==> config.mk <==
export PLATFORM = sky130hd
export DESIGN_NAME = cdc_req_ack_ctrl
export DESIGN_NICKNAME = d
export VERILOG_FILES = /design/src/rtl/cdc_ctrl_pkg.sv /design/src/rtl/cdc_phase_timer.sv /design/src/rtl/cdc_req_ack_ctrl.sv
export SDC_FILE = /design/constraint.sdc
export NUM_CORES = 1
export LEC_CHECK = 0
export ABC_AREA = 1
export CORE_MARGIN = 4
export CORE_UTILIZATION = 45
export DETAILED_ROUTE_END_ITERATION = 8
export HOLD_SLACK_MARGIN = 0.1
export PLACE_DENSITY = 0.72
export SETUP_SLACK_MARGIN = 0.05
export SYNTH_ARGS = -nofsm -noshare
export SYNTH_HDL_FRONTEND = slang
export SYNTH_HIERARCHICAL = 1
export SYNTH_SLANG_ARGS = --single-unit
==> constraint.sdc <==
create_clock -name clk -period 4.2 [get_ports clk]
set_input_delay 0.84 -clock clk [delete_from_list [all_inputs] [get_ports clk]]
set_output_delay 0.84 -clock clk [all_outputs]
set_load 0.01 [all_outputs]
### I/O pins on the die edge

Pins as bars across the die edge, other pins in grey.
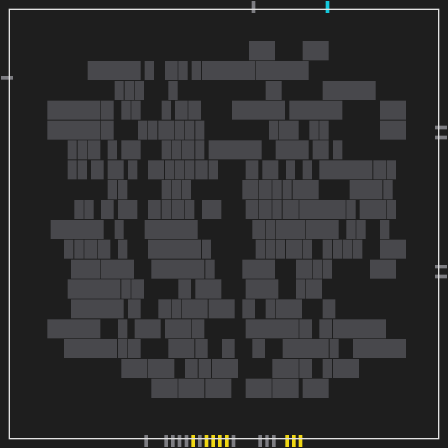
xfer_data: marked yellow, pins 8, direction output, edge south. err: marked cyan, pins 1, direction output, edge north.
I/O Buffers: 24
Die X: 58.6 um
Die Height: 58.6 um

### Clock distribution

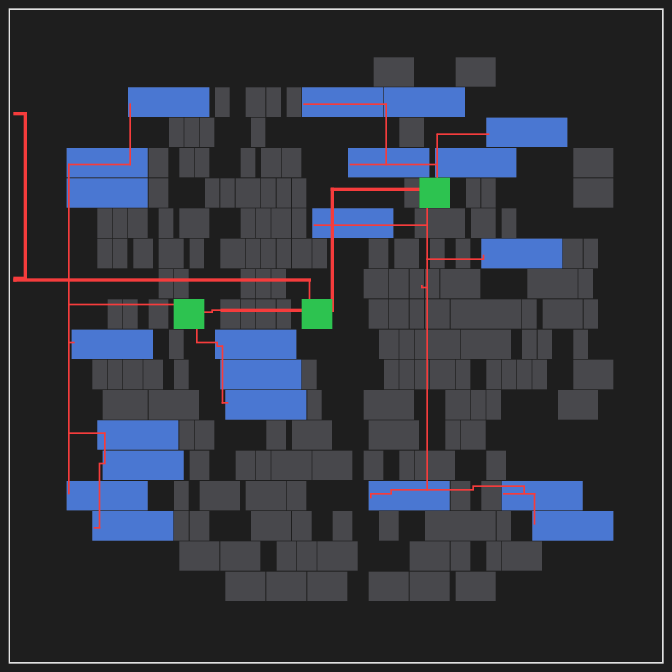
cells driving clock nets: marked green, count 3. clock wires: marked red, length 249 um. flip-flops: marked blue, count 21.
Position of the flops: widely spread.
Setup Skew: 0.00992 ns
P_clk: 0.0935 mW
clock share of power: 0.242
worst skew pair latency: 0.30 ns

### Cell classes on the final placement

Scale bar: 20 um.
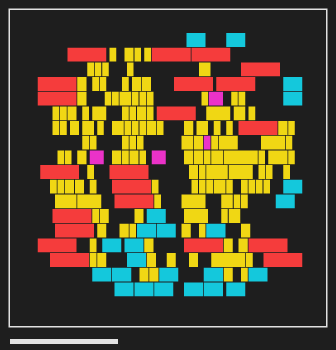
other buffers and delay cells: marked cyan, cells 24. clock drivers and dummy loads: marked magenta, cells 4. all other logic: marked yellow, cells 137. flip-flops: marked red, cells 21.
Final Util: 0.580
FP Rows: 18
fraction of area in registers: 0.296

### Cell sizes after repair

Scale bar: 20 um.
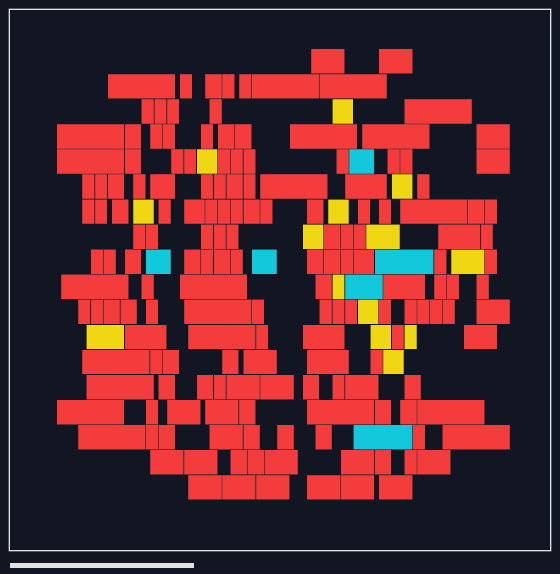
drive 1 or less: marked red, cells 166. drive 2: marked yellow, cells 14. drive 3 to 4: marked cyan, cells 6.
area delta synth->final: 23.5%
Non-clk bufs: 24
Final Instance Area: 1420 um2

### Clock routing

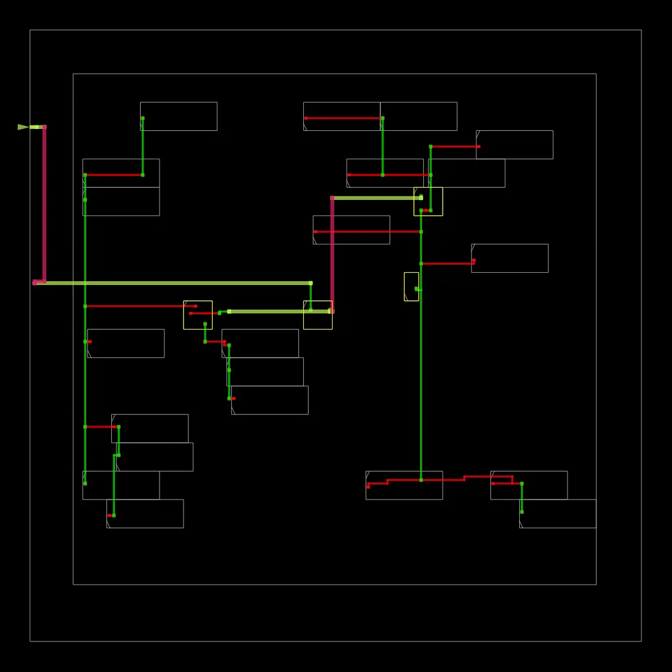
flip-flops: 21
cts bufs inserted: 3
CTS sink cnt: 21
clock buffers: 4

==> notes.md <==
flow finished, numbers: Simple-Gate Area Share 0.405, Yosys reg bits 21, Final Max Slew Viols 0, Slew HR 0.669, Die Size 3430 um2, Placed Area between 1000 and 1500 um2, post-synthesis compound-gate area fraction 0.0738, pwr dens approximately 270 nW/um2, proportion of layout cells with a drive suffix above 1 0.108, adder share 0.0651, Yosys chip area roughly 1200 um2, crit path time final between 3 and 4 ns, CP startpoint kind primary input, GPL Wtd Cong roughly 0.76, I/O Pins 25, post-DR vias/cell between 4 and 5, CP required approximately 3.4 ns, dpl cells between 200 and 250, final worst path period share 0.725, Post-Syn Instances ~160, number of nets in the layout around 210, Min Hold Slack between 0.4 and 0.5 ns, Layout Cells excl Fill 216, Floorplan Nets roughly 180, WL/cell approximately 10 um, top post-synthesis cells by count nand2_1 (41), dfxtp_1 (21), inv_1 (17), nand3_1 (17), nor2_1 (17), cells in synth_stat.txt ~160, Syn Area/Cell ~7.1 um2, OpenROAD warning count 30, RSZ-0062 raised after global routing no, drt drc 0, Slew @ Worst Pin approximately 0.49 ns, Initial Util 0.469, Total Wirelength approximately 2.3 mm, CP Class in -> out, Worst-path clk slew 0.11 ns, arrival time worst endpoint about 2.2 ns, Max Fanout on Critical Path 9, GRT Residual Overflow 0, final hold vios 0, CTS H-tree depth 1, number of global-route vias before repair 931, Core ar. ~2500 um2, Antenna Nets Post-Route 0, worst vdd ir between 200 and 250 uV, maxcap violations 0, crit end category output pin, setup TNS 0 ns, area fraction in mux cells 0, HP Class reg -> reg, DRT iter0 DRCs 20, sequential area share after synthesis 0.365, Worst Reg-to-Reg Cells 15, Fmax 0.329 GHz, DR vias 1052, worst hold stages 2, top comb family, area simple AND/OR/NAND/NOR gates, status finished clean, GRT Total Usage 0.147, largest net degree at the start of global routing 14, R2R Setup Slk around 1.8 ns, synthesized cell area approximately 1200 um2, P_leak between 0.6 and 0.7 nW
placed cells by master (no fill, tap or decap):
cell type        instances
nand2_1                 41
clkdlybuf4s50_1         24
dfxtp_1                 21
inv_1                   17
nand3_1                 17
nor2_1                  17
a21oi_1                 15
nand2_2                  6
ha_1                     6
nor2_2                   3
clkbuf_4                 3
inv_2                    2
nand3_4                  2
nand4_1                  2
nor3_1                   2
o21ai_0                  2
nand2_4                  1
nand3_2                  1
nor3_2                   1
clkbuf_1                 1
nand3b_2                 1
nand3b_1                 1
layout make-up:
class | count | area [um2]
inverter | 19 | 71.3
timing repair buffer | 24 | 240
clock buffer | 4 | 26.3
sequential | 21 | 420
multi-input combinational | 118 | 627
fill | 238 | 1030
tap | 30 | 37.5
logic make-up (layout without fill, tap and decap cells):
kind of cell | Yosys count | in the layout
flops | 21 | 21
compound gates | 17 | 17
simple gates | 95 | 95
fa+ha+maj | 6 | 6
buf+inv | 23 | 47
report_power, final:
group	total [mW]	internal, mW	switching [mW]
registers	0.211	0.207	0.00488
logic	0.0806	0.0376	0.0430
clock network	0.0935	0.0370	0.0565
total	0.386	0.281	0.104
critical path: stages:
cell and delay [ns]:
clkdlybuf4s50_1 0.46, nor2_2 0.30, clkdlybuf4s50_1 0.60
stage by stage:
stage / setup slack [ns] / power, mW
after floorplan: 2.21 / 0.266
after global placement: 1.15 / 0.295
after detailed placement: 1.15 / 0.297
after CTS: 1.14 / 0.392
after global routing: 1.05 / 0.411
final: 1.16 / 0.386
layer usage:
layer | vias up | GRT usage | wire length (um)
met5 | - | 0 | 0
met4 | 0 | 0.0485 | 26
met3 | 4 | 0.0395 | 83
met2 | 13 | 0.263 | 1120
met1 | 466 | 0.169 | 1020
li1 | 569 | - | -
No activity file was given, so power comes from the tool's default toggle rates.
